### src/rtl/ospfb_sched.sv
// Input sequencer for the oversampled PFB: turns a sample stream into the
// FORWARD/FEEDBACK frame schedule and tracks stream errors.
module ospfb_sched #(
  parameter int WIDTH   = 16,
  parameter int FFT_LEN = 32,
  parameter int DEC_FAC = 24,
  parameter int CNT_WID = 16,
  localparam int LW     = $clog2(FFT_LEN)
) (
  input  logic               clk,
  input  logic               rst,
  input  logic               en,
  input  logic               err_clr,
  input  logic               s_axis_tvalid,
  input  logic [WIDTH-1:0]   s_axis_tdata,
  output logic               s_axis_tready,
  input  logic               m_axis_tvalid,
  input  logic               m_axis_tready,
  output logic               pe_en,
  output logic               pe_vin,
  output logic [WIDTH-1:0]   pe_din,
  output logic               frame_start,
  output logic [LW-1:0]      modtimer,
  output logic [LW-1:0]      shift_idx,
  output logic               err_underrun,
  output logic               err_drop,
  output logic [CNT_WID-1:0] underrun_cnt
);

  if (DEC_FAC <= 0 || DEC_FAC >= FFT_LEN) begin : g_bad_dec
    $error("ospfb_sched: DEC_FAC must satisfy 0 < DEC_FAC < FFT_LEN");
  end

  typedef enum logic [1:0] {
    IDLE     = 2'd0,
    FORWARD  = 2'd1,
    FEEDBACK = 2'd2
  } state_t;

  localparam logic [LW-1:0] FWD_LAST = LW'(DEC_FAC - 1);
  localparam logic [LW-1:0] FB_LAST  = LW'(FFT_LEN - 1);
  localparam logic [LW-1:0] SHIFT_STEP = LW'(DEC_FAC);

  state_t             state_q, state_d;
  logic [LW-1:0]      mt_q, mt_d;
  logic [LW-1:0]      sh_q, sh_d;
  logic               eu_q, eu_d;
  logic               ed_q, ed_d;
  logic [CNT_WID-1:0] cnt_q, cnt_d;

  logic fwd, underrun, drop;

  assign fwd      = (state_q == FORWARD);
  assign underrun = fwd && en && !s_axis_tvalid;
  assign drop     = m_axis_tvalid && !m_axis_tready;

  always_ff @(posedge clk) begin
    if (rst) begin
      state_q <= IDLE;
      mt_q    <= '0;
      sh_q    <= '0;
      eu_q    <= 1'b0;
      ed_q    <= 1'b0;
      cnt_q   <= '0;
    end else begin
      state_q <= state_d;
      mt_q    <= mt_d;
      sh_q    <= sh_d;
      eu_q    <= eu_d;
      ed_q    <= ed_d;
      cnt_q   <= cnt_d;
    end
  end

  always_comb begin
    state_d = state_q;
    mt_d    = mt_q;
    sh_d    = sh_q;
    unique case (state_q)
      IDLE: begin
        if (en && s_axis_tvalid) begin
          state_d = FORWARD;
          mt_d    = '0;
        end
      end
      FORWARD: begin
        if (en) begin
          mt_d = mt_q + 1'b1;
          if (mt_q == FWD_LAST) state_d = FEEDBACK;
        end
      end
      FEEDBACK: begin
        if (en) begin
          mt_d = mt_q + 1'b1;
          if (mt_q == FB_LAST) begin
            state_d = FORWARD;
            sh_d    = sh_q + SHIFT_STEP;
          end
        end
      end
      default: state_d = IDLE;
    endcase
  end

  // A new event in the same cycle as err_clr takes precedence over the clear.
  always_comb begin
    eu_d  = eu_q;
    ed_d  = ed_q;
    cnt_d = cnt_q;
    if (err_clr) begin
      eu_d  = 1'b0;
      ed_d  = 1'b0;
      cnt_d = '0;
    end
    if (underrun) begin
      eu_d = 1'b1;
      if (err_clr)
        cnt_d = CNT_WID'(1);
      else if (cnt_q != '1)
        cnt_d = cnt_q + 1'b1;
    end
    if (drop) ed_d = 1'b1;
  end

  assign s_axis_tready = fwd && en;
  assign pe_vin        = fwd && en;
  assign pe_en         = en && (state_q != IDLE);
  assign pe_din        = (fwd && s_axis_tvalid) ? s_axis_tdata : '0;
  assign frame_start   = fwd && en && (mt_q == '0);
  assign modtimer      = mt_q;
  assign shift_idx     = sh_q;
  assign err_underrun  = eu_q;
  assign err_drop      = ed_q;
  assign underrun_cnt  = cnt_q;

endmodule

### config.mk
export PLATFORM = sky130hd
export DESIGN_NAME = ospfb_sched
export DESIGN_NICKNAME = d
export VERILOG_FILES = /design/src/rtl/ospfb_sched.sv
export SDC_FILE = /design/constraint.sdc
export NUM_CORES = 1
export LEC_CHECK = 0
export ABC_AREA = 1
export CAP_MARGIN = 10
export CORE_AREA = 3 3 78 80
export CTS_CLUSTER_DIAMETER = 200
export CTS_CLUSTER_SIZE = 20
export DETAILED_ROUTE_END_ITERATION = 10
export DIE_AREA = 0 0 81 83
export HOLD_SLACK_MARGIN = 0.02
export PLACE_DENSITY = 0.72
export SLEW_MARGIN = 10
export SYNTH_ARGS = -nofsm -noshare
export SYNTH_HDL_FRONTEND = slang
export SYNTH_SLANG_ARGS = --single-unit
### constraint.sdc
create_clock -name clk -period 1.56 [get_ports clk]
set_input_delay 0.312 -clock clk [delete_from_list [all_inputs] [get_ports clk]]
set_output_delay 0.312 -clock clk [all_outputs]
set_load 0.05 [all_outputs]
==> notes.org, run 1 <==
* Implementation run

** Run status
- The flow ran to the end, but the final reports show violations.
- The checks that failed: setup timing.

** Timing
- Clk_skew :: 0.00729 ns
- Fraction of the cycle the final worst path needs :: 108%
- The final timing report gives a worst setup slack of -0.124 ns.
- The end-of-flow timing check tallies setup violations at 21.

** Detailed routing
- Routed wire length on met3 :: 241 um
- Iteration-0 DRC count of the detailed router :: 94
- The detailed router put a total of 2210 um of wire on met1.
- The routed layout reports a DRC error count of 0.
- Vias per inst :: 4.47

** Layout
- The library cells used most frequently in the layout, excluding fill and tap cells, are sky130_fd_sc_hd__nand2_1 (56), sky130_fd_sc_hd__inv_1 (47), sky130_fd_sc_hd__buf_12 (46).
- Summing all non-filler instances in the final layout gives an area of 0.00343 mm^2.
- Number of cells in the finished layout apart from fillers :: 437
- From synthesis to final layout, the design area changed by 98.2%.
- The layout summary lists the proportion of cells stronger than drive strength 1 as 40.5%.
- The class occupying the most area after layout is reported as non-clock buffers.
- Non-clock buffer count in the final layout :: 89

** Floorplanning
- In this run the horizontal extent of the chip is 81 um.
- Starting density of the core :: 31.6%

** GRT
- Total grt overflow :: 0
- The initial antenna violation count was 0.

** Setup path
- The startpoint identified for the worst register-to-register timing path is modtimer[1].
- Slowest cell on the critical path :: sky130_fd_sc_hd__dfxtp_2

** Pwr
- Switch Pwr :: 1.38 mW
- The share of total power dissipated in sequential elements is 25.4%.
- Combinational cells consume a total of 2.00 mW.
- Heaviest power group :: combinational logic
- Overall power consumption :: 3.24 mW

** Clock network
- Number of clock buffers inserted by TritonCTS :: 3

** Synth
- Tally of unique sky130hd cells used after synthesis :: 27
- Fraction of synthesis flops using an asynchronous set or reset pin :: 0%
- The share of the Yosys chip area taken by registers is 31.2%.
- The synthesized netlist handed to floorplanning was reported with a cell count of 277.
- Of all cell types, the one taking the most synthesized area is sky130_fd_sc_hd__dfxtp_1.

** Placement
- The congestion estimate from routability-driven global placement came to 0.830.
- Total instance count after detailed placement :: 422
- Number of buffers added on ports :: 67
==> run 1: how the worst min path moves through the flow <==
stage                                start          endpoint  slack, ns  cells past startpoint
after global routing      underrun_cnt[12]  underrun_cnt[12]       0.53                      1
after detailed placement  underrun_cnt[12]  underrun_cnt[12]       0.48                      1
final                     underrun_cnt[12]  underrun_cnt[12]       0.50                      1
after floorplan                        rst      shift_idx[3]       0.38                      1
after CTS                 underrun_cnt[12]  underrun_cnt[12]       0.50                      1
after global placement    underrun_cnt[12]  underrun_cnt[12]       0.48                      1
==> run 1: cell families (layout without fill, tap and decap cells) <==
family	count (synthesis)	after routing	synth area share, %
AND/OR/NAND/NOR	150	150	38.7
buffers and inverters	62	148	14.8
AND-OR/OR-AND	28	28	8.53
flip-flops	27	27	31.2
adder cells (fa/ha/maj)	9	9	6.51
other	1	3	0.217
Run 1, register map, names as in the netlist:
Bar = 20 um. Other sequential cells in the stronger grey, the rest of the logic in the fainter grey.
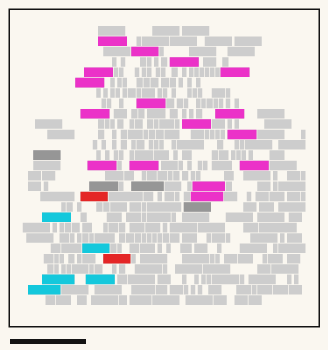
[modtimer] cyan | flops: 5 | where: south-west
[shift_idx] red | flops: 2
[underrun_cnt] magenta | flops: 16
not coloured: 4
FF+latch area: 579 um^2
final core area utilization: 62.7%
flop share of the area: 16.9%
Sequential Power: 821 uW

Run 1, routing congestion:
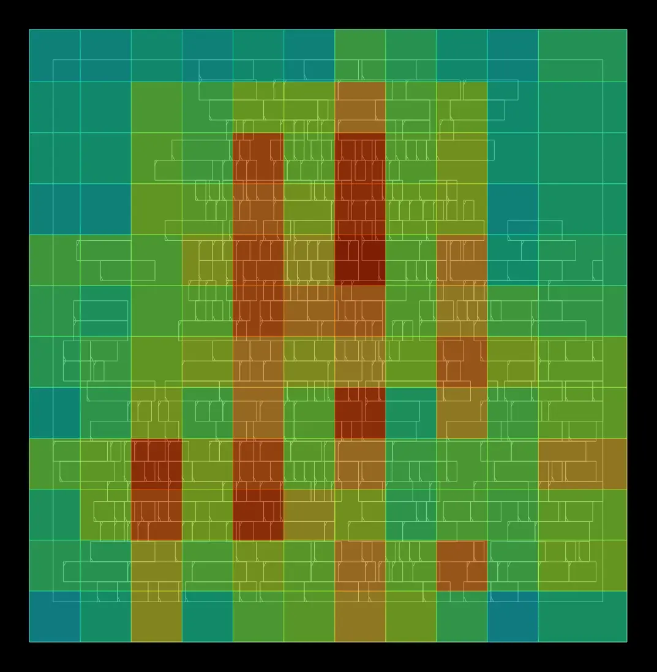
global routing usage on met1: 18.3%
total global routing track utilization: 14.5%
GR Util met3: 2.82%
Routed wire per std cell: 11.8 um

Run 1, cells coloured by class:
Bar = 20 um.
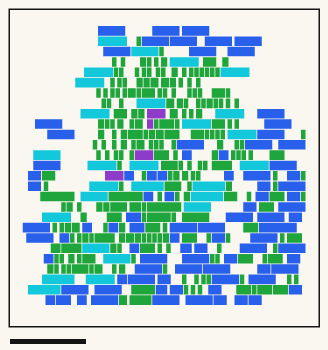
[other buffers and delay cells] blue | cells: 89
[clock drivers and dummy loads] purple | cells: 4
[combinational and other logic] green | cells: 245
[flops] cyan | cells: 27
placeable core region: 0.00547 mm^2
total number of placement rows: 27

Run 1, sizing map:
Bar = 20 um.
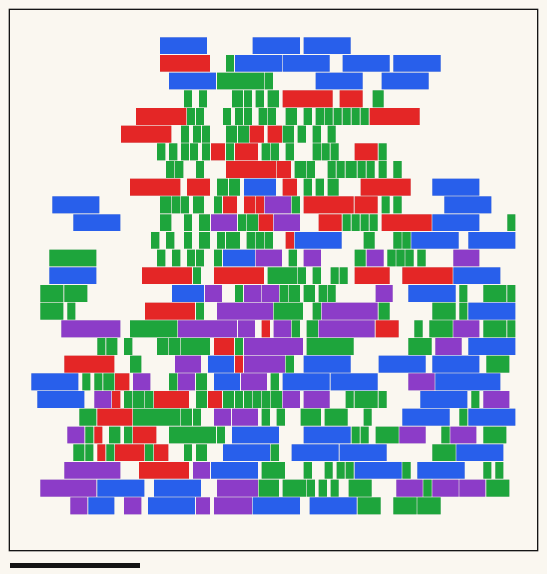
[_2 cells] red | cells: 47
[_3 and _4 cells] purple | cells: 47
[_0 and _1 cells] green | cells: 217
[_6 and larger] blue | cells: 54

Run 1, selected gate families:
Bar = 20 um.
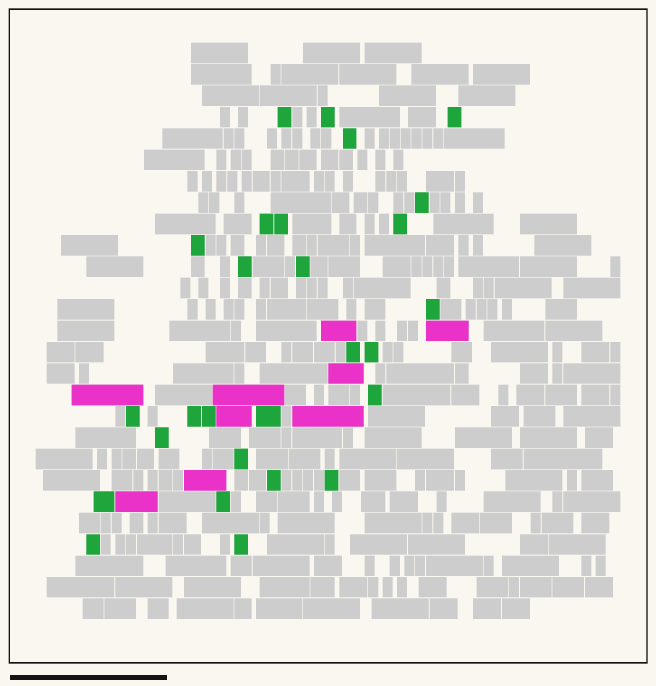

## Run 2: what changed since run 1
--- a/config.mk
+++ b/config.mk
@@ -7,13 +7,14 @@
 export LEC_CHECK = 0
 export ABC_AREA = 1
 export CAP_MARGIN = 10
-export CORE_AREA = 3 3 78 80
+export CORE_AREA = 3 3 71 73
 export CTS_CLUSTER_DIAMETER = 200
 export CTS_CLUSTER_SIZE = 20
 export DETAILED_ROUTE_END_ITERATION = 10
-export DIE_AREA = 0 0 81 83
+export DIE_AREA = 0 0 74 76
 export HOLD_SLACK_MARGIN = 0.02
-export PLACE_DENSITY = 0.72
+export PLACE_DENSITY = 0.83
+export SETUP_SLACK_MARGIN = 0.4
 export SLEW_MARGIN = 10
 export SYNTH_ARGS = -nofsm -noshare
 export SYNTH_HDL_FRONTEND = slang
Run 2, selected gate families:
Bar = 20 um.
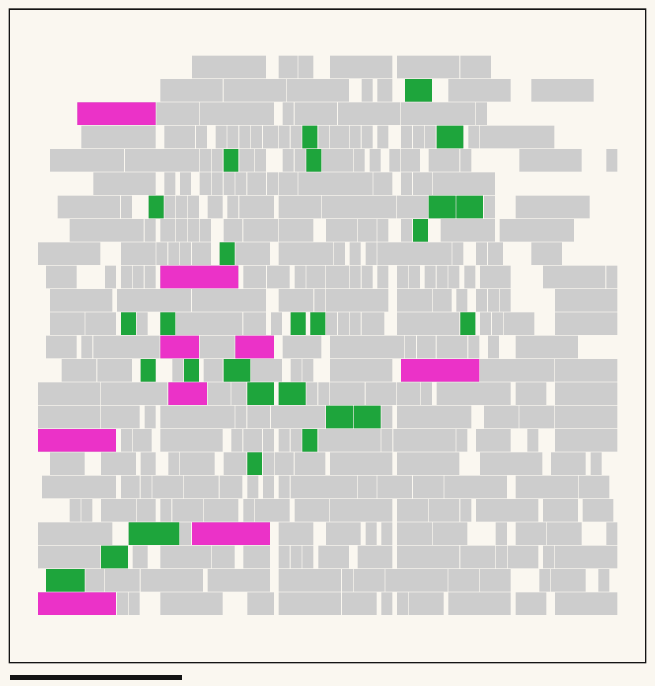
[adder and majority cells] magenta | cells: 9 | most used: ha_4
[inverting AOI/OAI gates] green | cells: 27 | most used: a21oi_1

Run 2, sizing map:
Bar = 20 um.
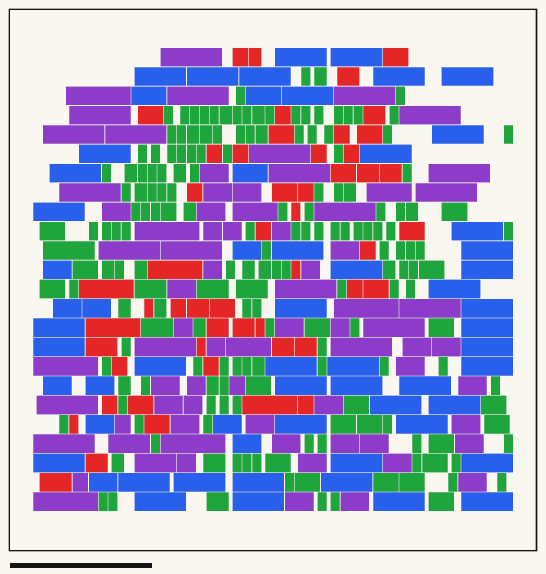
[_0 and _1 cells] green | cells: 179
[_6 and larger] blue | cells: 60
[_2 cells] red | cells: 51
[_3 and _4 cells] purple | cells: 74
Final Cell Area: 0.00366 mm^2
final setup margin: -0.141 ns

==> run 2 against run 1 <==
  * The flow still finishes with violations (setup timing)
  * Critical endpoint is now pe_din[13]
  * Final area grew 6.7%
  * Flip-flop count did not move
  * Total power up 6.0%
  * First-iteration DRC count increased by 89%
  * Non-clock buffer count down 2
  * Routed wire length is 35% higher
  * Utilization rose by 20 points
  * Sequential share of layout area increased by 0.28 points
  * Register-to-register slack got worse by 0.02 ns
  * Setup slack worse by 0.017 ns
  * Highest routed layer unchanged
==> notes.org, run 2 <==
* Implementation run

** Run status
- Result of the run :: finished with violations
- The final reports fail on setup timing.

** Detailed routing
- Nets still carrying antenna violations after routing amount to 0.
- The violation count after the first detailed-routing iteration is 178 (+89%).
- The number of remaining DRC errors is 0 (unchanged).
- Routed wire length on met3 :: 459 um (+90%)
- Top Metal Used :: met4
- The wire length the detailed router placed on met1 was 2530 um (+15%).
- The average routed wire per standard cell is 16.7 um (+42%).
- Vias per inst :: 5.19 (+16%)

** Synth
- Of the combinational cells, the family taking the most area is simple AND/OR/NAND/NOR gates.
- Mux share :: 0% (unchanged)
- The post-synthesis instance total is 277 (unchanged).
- The aoi/oai-family share of the synthesized area is 8.53% (unchanged).
- In the post-synthesis netlist, the cell with the most instances is sky130_fd_sc_hd__nand2_1.
- Sorting the Yosys area breakdown by cell type puts at the top sky130_fd_sc_hd__dfxtp_1.
- The area share of and/or/nand/nor cells after synthesis came to 38.7% (unchanged).
- The post-synthesis share of cell area spent on xor and xnor gates came to 0% (unchanged).
- The distinct cell type count after synthesis was 27 (unchanged).
- The adder and majority cell fraction of the synthesized area was 6.51% (unchanged).
- Fraction of synthesis flops using an asynchronous set or reset pin :: 0% (unchanged)
- Sequential element share of the synthesized area :: 31.2% (unchanged)

** GRT
- The global router's overall resource usage is 22.0% (+7.5 points).
- The via count of the first global-routing pass is 2,117.
- The met3 capacity usage during global routing came to 3.96% (+1.1 points).
- Total grt overflow :: 0 (unchanged)
- In this run the most used layer during global routing was met2.
- GR Layer Usage met2 :: 38.7%
- Global routing usage on met1 :: 26.2% (+7.9 points)
- Initial antenna violation count :: 1 (+1)

** Layout
- Area growth syn-to-layout :: 111%
- Most numerous logic cells after layout :: sky130_fd_sc_hd__nand2_1 (52), sky130_fd_sc_hd__buf_12 (45), sky130_fd_sc_hd__inv_1 (44)
- Non-clock buffer share of cell area :: 35.8%
- Largest contributor to cell area by class :: combinational gates
- Flip-flop count of the largest register after layout :: 16
- Flop share of the area :: 17.2% (+0.28 points)
- Non-clock buffer count in the final layout :: 87 (-2.2%)
- The clock buffers instantiated in the layout total 3.
- The share of the core filled with cells is 82.9% (+20 points).
- The final cell count without fillers is 417 (-4.6%).
- According to the cell report, the number of logic gates is 191.
- FF+latch area :: 628 um^2 (+8.4%)
- Logic area :: 0.00139 mm^2
- The fraction of layout instances using a drive strength above 1 was 50.8% (+10 points).

** Setup path
- STA lists the maximum fanout along the critical path as 8.
- The longest incremental delay of any stage on the critical path is reported as 0.36 ns.
- Origin of the critical flop-to-flop path :: state_q[1]
- Count of buffer and inverter cells on the critical path :: 2
- Timing startpoint of the critical path :: state_q[1]
- Worst R2R End :: underrun_cnt[10]
- Slowest cell on the critical path :: sky130_fd_sc_hd__dfxtp_2
- The worst setup path is launched from a flop.
- Data required time at the worst endpoint :: 1.25 ns

** Timing
- TNS Setup :: -2.78 ns
- RSZ-0062 raised after global routing :: true
- Clk_skew :: 0.00694 ns (-0.000343 ns)
- Worst hold-check slack :: 0.305 ns
- Number of endpoints failing setup at the final stage :: 28 (+33%)
- Fraction of the cycle the final worst path needs :: 109% (+1.1 points)
- The final worst-path setup slack came to -0.141 ns (-0.0171 ns).

** Clock network
- H-tree levels :: 1
- The clock buffer count from CTS is 3 (unchanged).
- TritonCTS built the clock tree.

** Floorplanning
- Starting density of the core :: 39.2% (+7.6 points)
- Placeable core region :: 0.00441 mm^2 (-19%)
- The floorplan report gives the top-level pin count as 71.
- Number of tap instances :: 52
- The count of standard-cell rows came to 24 (-11%).
- X dimension of the die :: 74 um (-8.6%)

** Hold path
- In the hold report, the worst path ends at shift_idx[3].
- The worst hold path begins at rst.
- Depth of the worst hold-timing path :: 2 (+1)
- The type recorded for the worst min-delay path is in -> reg.

** Run
- The tool flagged a number of max-cap violations equal to 0.

** Placement
- Total instance count after detailed placement :: 397 (-5.9%)
- Weighted congestion reported at the end of routability-driven placement :: 0.841 (+1.4%)
- Number of buffers added on ports :: 67 (unchanged)

** Pwr
- The overall power after layout was 3.43 mW (+6.0%).
- The power report puts the leakage power at 1.47 nW.
Run 2, register map, names as in the netlist:
Bar = 20 um. Other sequential cells in the stronger grey, the rest of the logic in the fainter grey.
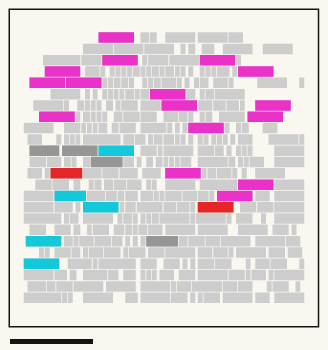
[shift_idx] red | flops: 2
[modtimer] cyan | flops: 5
[underrun_cnt] magenta | flops: 16

[run 2: cell count changes in the layout (fill, tap and decap cells not counted), sizes merged]
| cell | delta |
|---|---|
| clkinvlp | +1 |
| nand2 | +1 |
| clkdlybuf4s50 | -1 |
| inv | -2 |
| diode | +1 |
| dlymetal6s2s | +1 |
| clkinv | +1 |
| buf | -2 |
[run 2: report_power, final]
part	total, mW	internal (mW)	switching (mW)
registers	0.825	0.735	0.0900
logic	2.18	0.950	1.23
clock network	0.424	0.180	0.244
[run 2: what timing repair did]
item / CTS / global route
gates resized: 44 / 30
endpoints found under the setup margin: 51 / 62
pin swaps: 16 / 9
endpoints found under the hold margin: 0 / 0
hold buffers: 0 / 0
gates cloned: 1 / 0
buffers inserted: 8 / 6
Run 2, cells coloured by class:
Bar = 20 um.
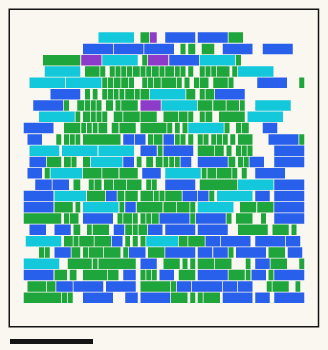

## Run 3: what changed since run 2
--- a/config.mk
+++ b/config.mk
@@ -13,7 +13,7 @@
 export DETAILED_ROUTE_END_ITERATION = 10
 export DIE_AREA = 0 0 74 76
 export HOLD_SLACK_MARGIN = 0.02
-export PLACE_DENSITY = 0.83
+export PLACE_DENSITY = 0.72
 export SETUP_SLACK_MARGIN = 0.4
 export SLEW_MARGIN = 10
 export SYNTH_ARGS = -nofsm -noshare
Run 3, cells coloured by class:
Bar = 20 um.
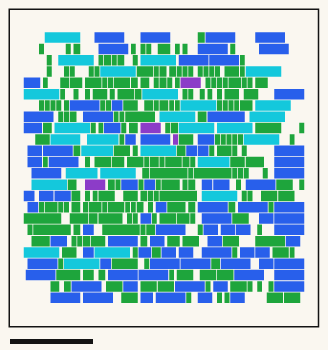
[clock drivers and dummy loads] purple | cells: 4
[combinational and other logic] green | cells: 246
[flops] cyan | cells: 27
[other buffers and delay cells] blue | cells: 89
Final Cell Area: 0.00367 mm^2
total number of placement rows: 24
flop share of the area: 17.1%
final core area utilization: 83.2%

Run 3, routing congestion:
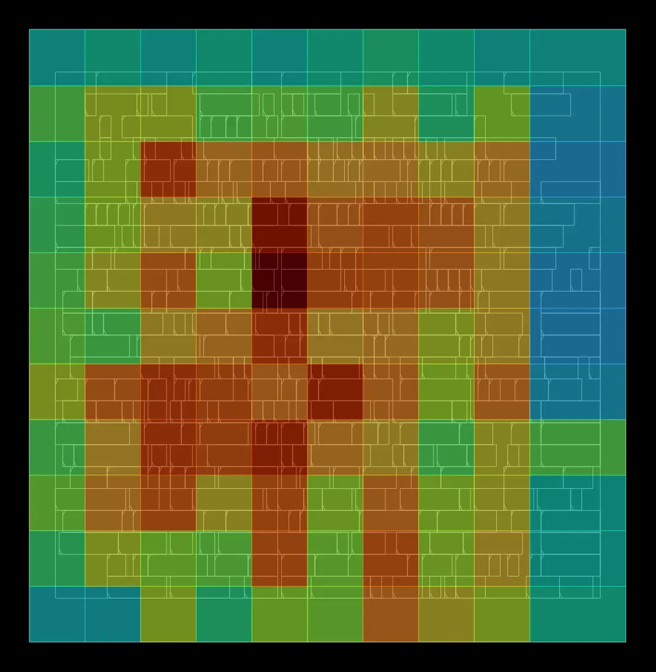
GR Layer Usage met2: 37.1%
grt peak-use layer: met2
total global routing track utilization: 20.7%
Routed wire per std cell: 15.3 um
global routing usage on met1: 24.9%

==> run 3 against run 2 <==
  * The run still ends with setup timing left
  * Clock skew shrank 0.0050 ns
  * Routed wire length shrank 7.8%
  * Synthesized cell count unchanged
  * Via count down 2.2%
  * Largest power group unchanged
==> notes.org, run 3 <==
* Implementation run

** Run status
- The run finished, with violations left.
- The final reports fail on setup timing.

** Detailed routing
- Residual DRC count :: 0 (unchanged)
- The routed wire length on met3 came to 387 um (-16%).
- Met1 WL :: 2350 um (-7.0%)
- Top Metal Used :: met4
- The ratio of routed vias to standard cells was 5.06 (-2.5%).
- The number of nets with antenna violations after routing came to 0 (unchanged).

** Hold path
- Class of the tightest hold or removal check :: in -> reg
- Depth of the worst hold-timing path :: 2 (unchanged)
- The worst hold path terminates at shift_idx[3].
- STA lists the startpoint of the worst hold path as rst.

** Layout
- Logic area :: 0.00137 mm^2 (-1.3%)
- The final cell count without fillers came to 418 (+0.24%).
- Flip-flop count of the largest register after layout :: 16 (unchanged)
- Leaving out fill and tap cells, the most frequent cells in the layout are sky130_fd_sc_hd__nand2_1 (51), sky130_fd_sc_hd__buf_12 (46), sky130_fd_sc_hd__inv_1 (44).
- FF+latch area :: 628 um^2 (unchanged)
- The fraction of layout instances using a drive strength above 1 is 49.7% (-1.1 points).

** Timing
- Number of endpoints failing setup at the final stage :: 35 (+25%)
- Worst hold-check slack :: 0.326 ns (+0.0207 ns)
- The post-route fraction of the period consumed by the critical path came to 111% (+1.7 points).
- Setup repair after global routing could not meet its margin everywhere.
- Final setup margin :: -0.167 ns (-0.0262 ns)
- The largest clock skew in the final design is 0.00192 ns (-0.00502 ns).
- TNS Setup :: -3.29 ns (-0.507 ns)

** Setup path
- The peak per-stage delay on the critical path came to 0.34 ns (-0.02 ns).
- Looking at the reg2reg group, the worst path starts from state_q[1].
- STA classifies the critical path startpoint as a flop.
- Maximum net fanout on the critical path :: 8 (unchanged)
- Worst R2R End :: underrun_cnt[10]
- Slowest cell on the critical path :: sky130_fd_sc_hd__dfxtp_2
- OpenSTA lists the critical path startpoint as state_q[1].
- The buffers plus inverters on the worst setup path came to 3 (+1).

** Pwr
- Fraction of power consumed by sequential logic :: 23.2% (-0.9 points)
- Internal power :: 1.97 mW (+5.9%)
- Heaviest power group :: combinational logic
- Sw frac :: 44.3% (-1.3 points)
- VDD IR-drop max :: 0.00101 V
- Standby leakage power :: 1.49 nW (+1.3%)
- Clk network pwr share :: 11.8% (-0.6 points)
- Switch Pwr :: 1.57 mW (+0.32%)
- Sequential Power :: 823 uW (about the same)
- Overall power consumption :: 3.54 mW (+3.3%)
- The combinational cell power was 2.30 mW (+6%).
- The combinational cell fraction of total power came to 64.9% (+1.3 points).
- The clock distribution power is 419 uW (-1%).

** Synth
- Aoi/oai-family share of the synthesized area :: 8.53% (unchanged)
- The sequential area share after synthesis is 31.2% (unchanged).
- Adder and majority gate portion of the synthesized area :: 6.51% (unchanged)
- sky130_fd_sc_hd__dfxtp_1 takes more of the synthesized area than any other cell.
- Post-synthesis share of cell area spent on and, or, nand and nor gates :: 38.7% (unchanged)
- Tally of unique sky130hd cells used after synthesis :: 27 (unchanged)
- In this run the cell area of the synthesized design comes to 0.00173 mm^2.
- Main logic family after synthesis :: simple AND/OR/NAND/NOR gates
- The post-synthesis share of cell area spent on xor and xnor gates is 0% (unchanged).
- Most common cell in the netlist :: sky130_fd_sc_hd__nand2_1
- Flops out of synthesis :: 27
- The share of cell area taken by muxes after synthesis was 0% (unchanged).

** Clock network
- H-tree levels :: 1 (unchanged)
- The clock buffer count from CTS was 3 (unchanged).
- TritonCTS built the clock tree.

** Floorplanning
- The number of primary I/O pins is 71 (unchanged).
- The horizontal extent of the die was 74 um (unchanged).
- The area inside the core boundary was 0.00441 mm^2 (unchanged).
- The floorplan core density was 39.2% (unchanged).

** GRT
- Initial antenna violation count :: 0 (-1)
- The overflow left after global routing is 0 (unchanged).
- The via count of the first global-routing pass came to 2,020 (-4.6%).
- The met3 capacity usage during global routing is 4.35% (+0.40 points).

** Placement
- The number of placed instances with taps included came to 397 (unchanged).
- Number of buffers added on ports :: 67 (unchanged)
- The final weighted congestion in routability-driven placement came to 0.818 (-2.8%).

** Run
- Max Cap Violations :: 0 (unchanged)
Run 3, selected gate families:
Bar = 20 um.
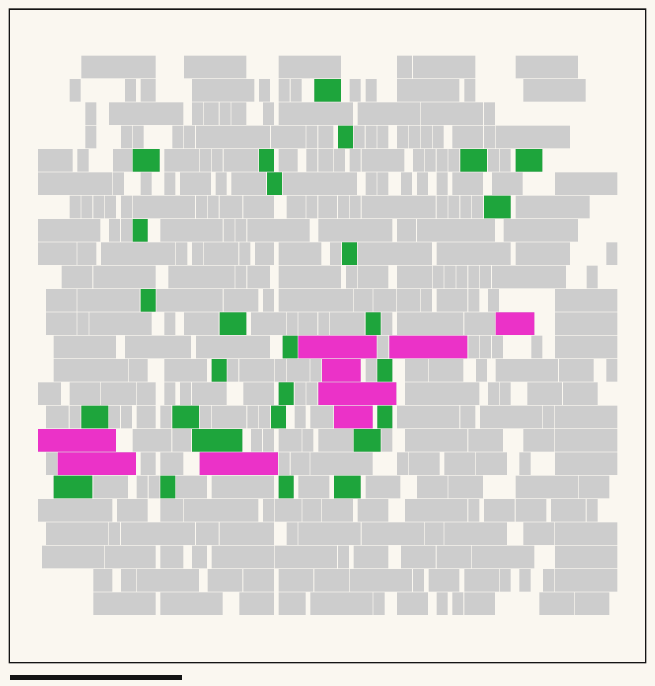
[adder and majority cells] magenta | cells: 9 | most used: ha_4
[inverting AOI/OAI gates] green | cells: 27 | most used: a21oi_1

-- run 3: cell counts after synthesis --
No cell type changed its count.
-- run 3: layout make-up --
type | count | area share, %
Multi-Input combinational cell | 191 | 37.4
Timing Repair Buffer | 89 | 36.5
Sequential cell | 27 | 17.1
Inverter | 55 | 5.99
Tap cell | 52 | 1.77
Clock buffer | 4 | 1.23
-- run 3: cell families after synthesis --
family | count (synthesis)
compound gates | 28
fa+ha+maj | 9
buf+inv | 62
flops | 27
simple gates | 150
other cells | 1
-- run 3: repair_timing --
action / in CTS / in global routing
cloned: 2 / 0
pin swaps: 14 / 13
hold endpoints to repair: 0 / 0
buffers inserted: 6 / 9
endpoints found under the setup margin: 51 / 56
hold buffers: 0 / 0
gates resized: 43 / 28
Power figures rest on the tool's default switching activity, not on a simulated workload.
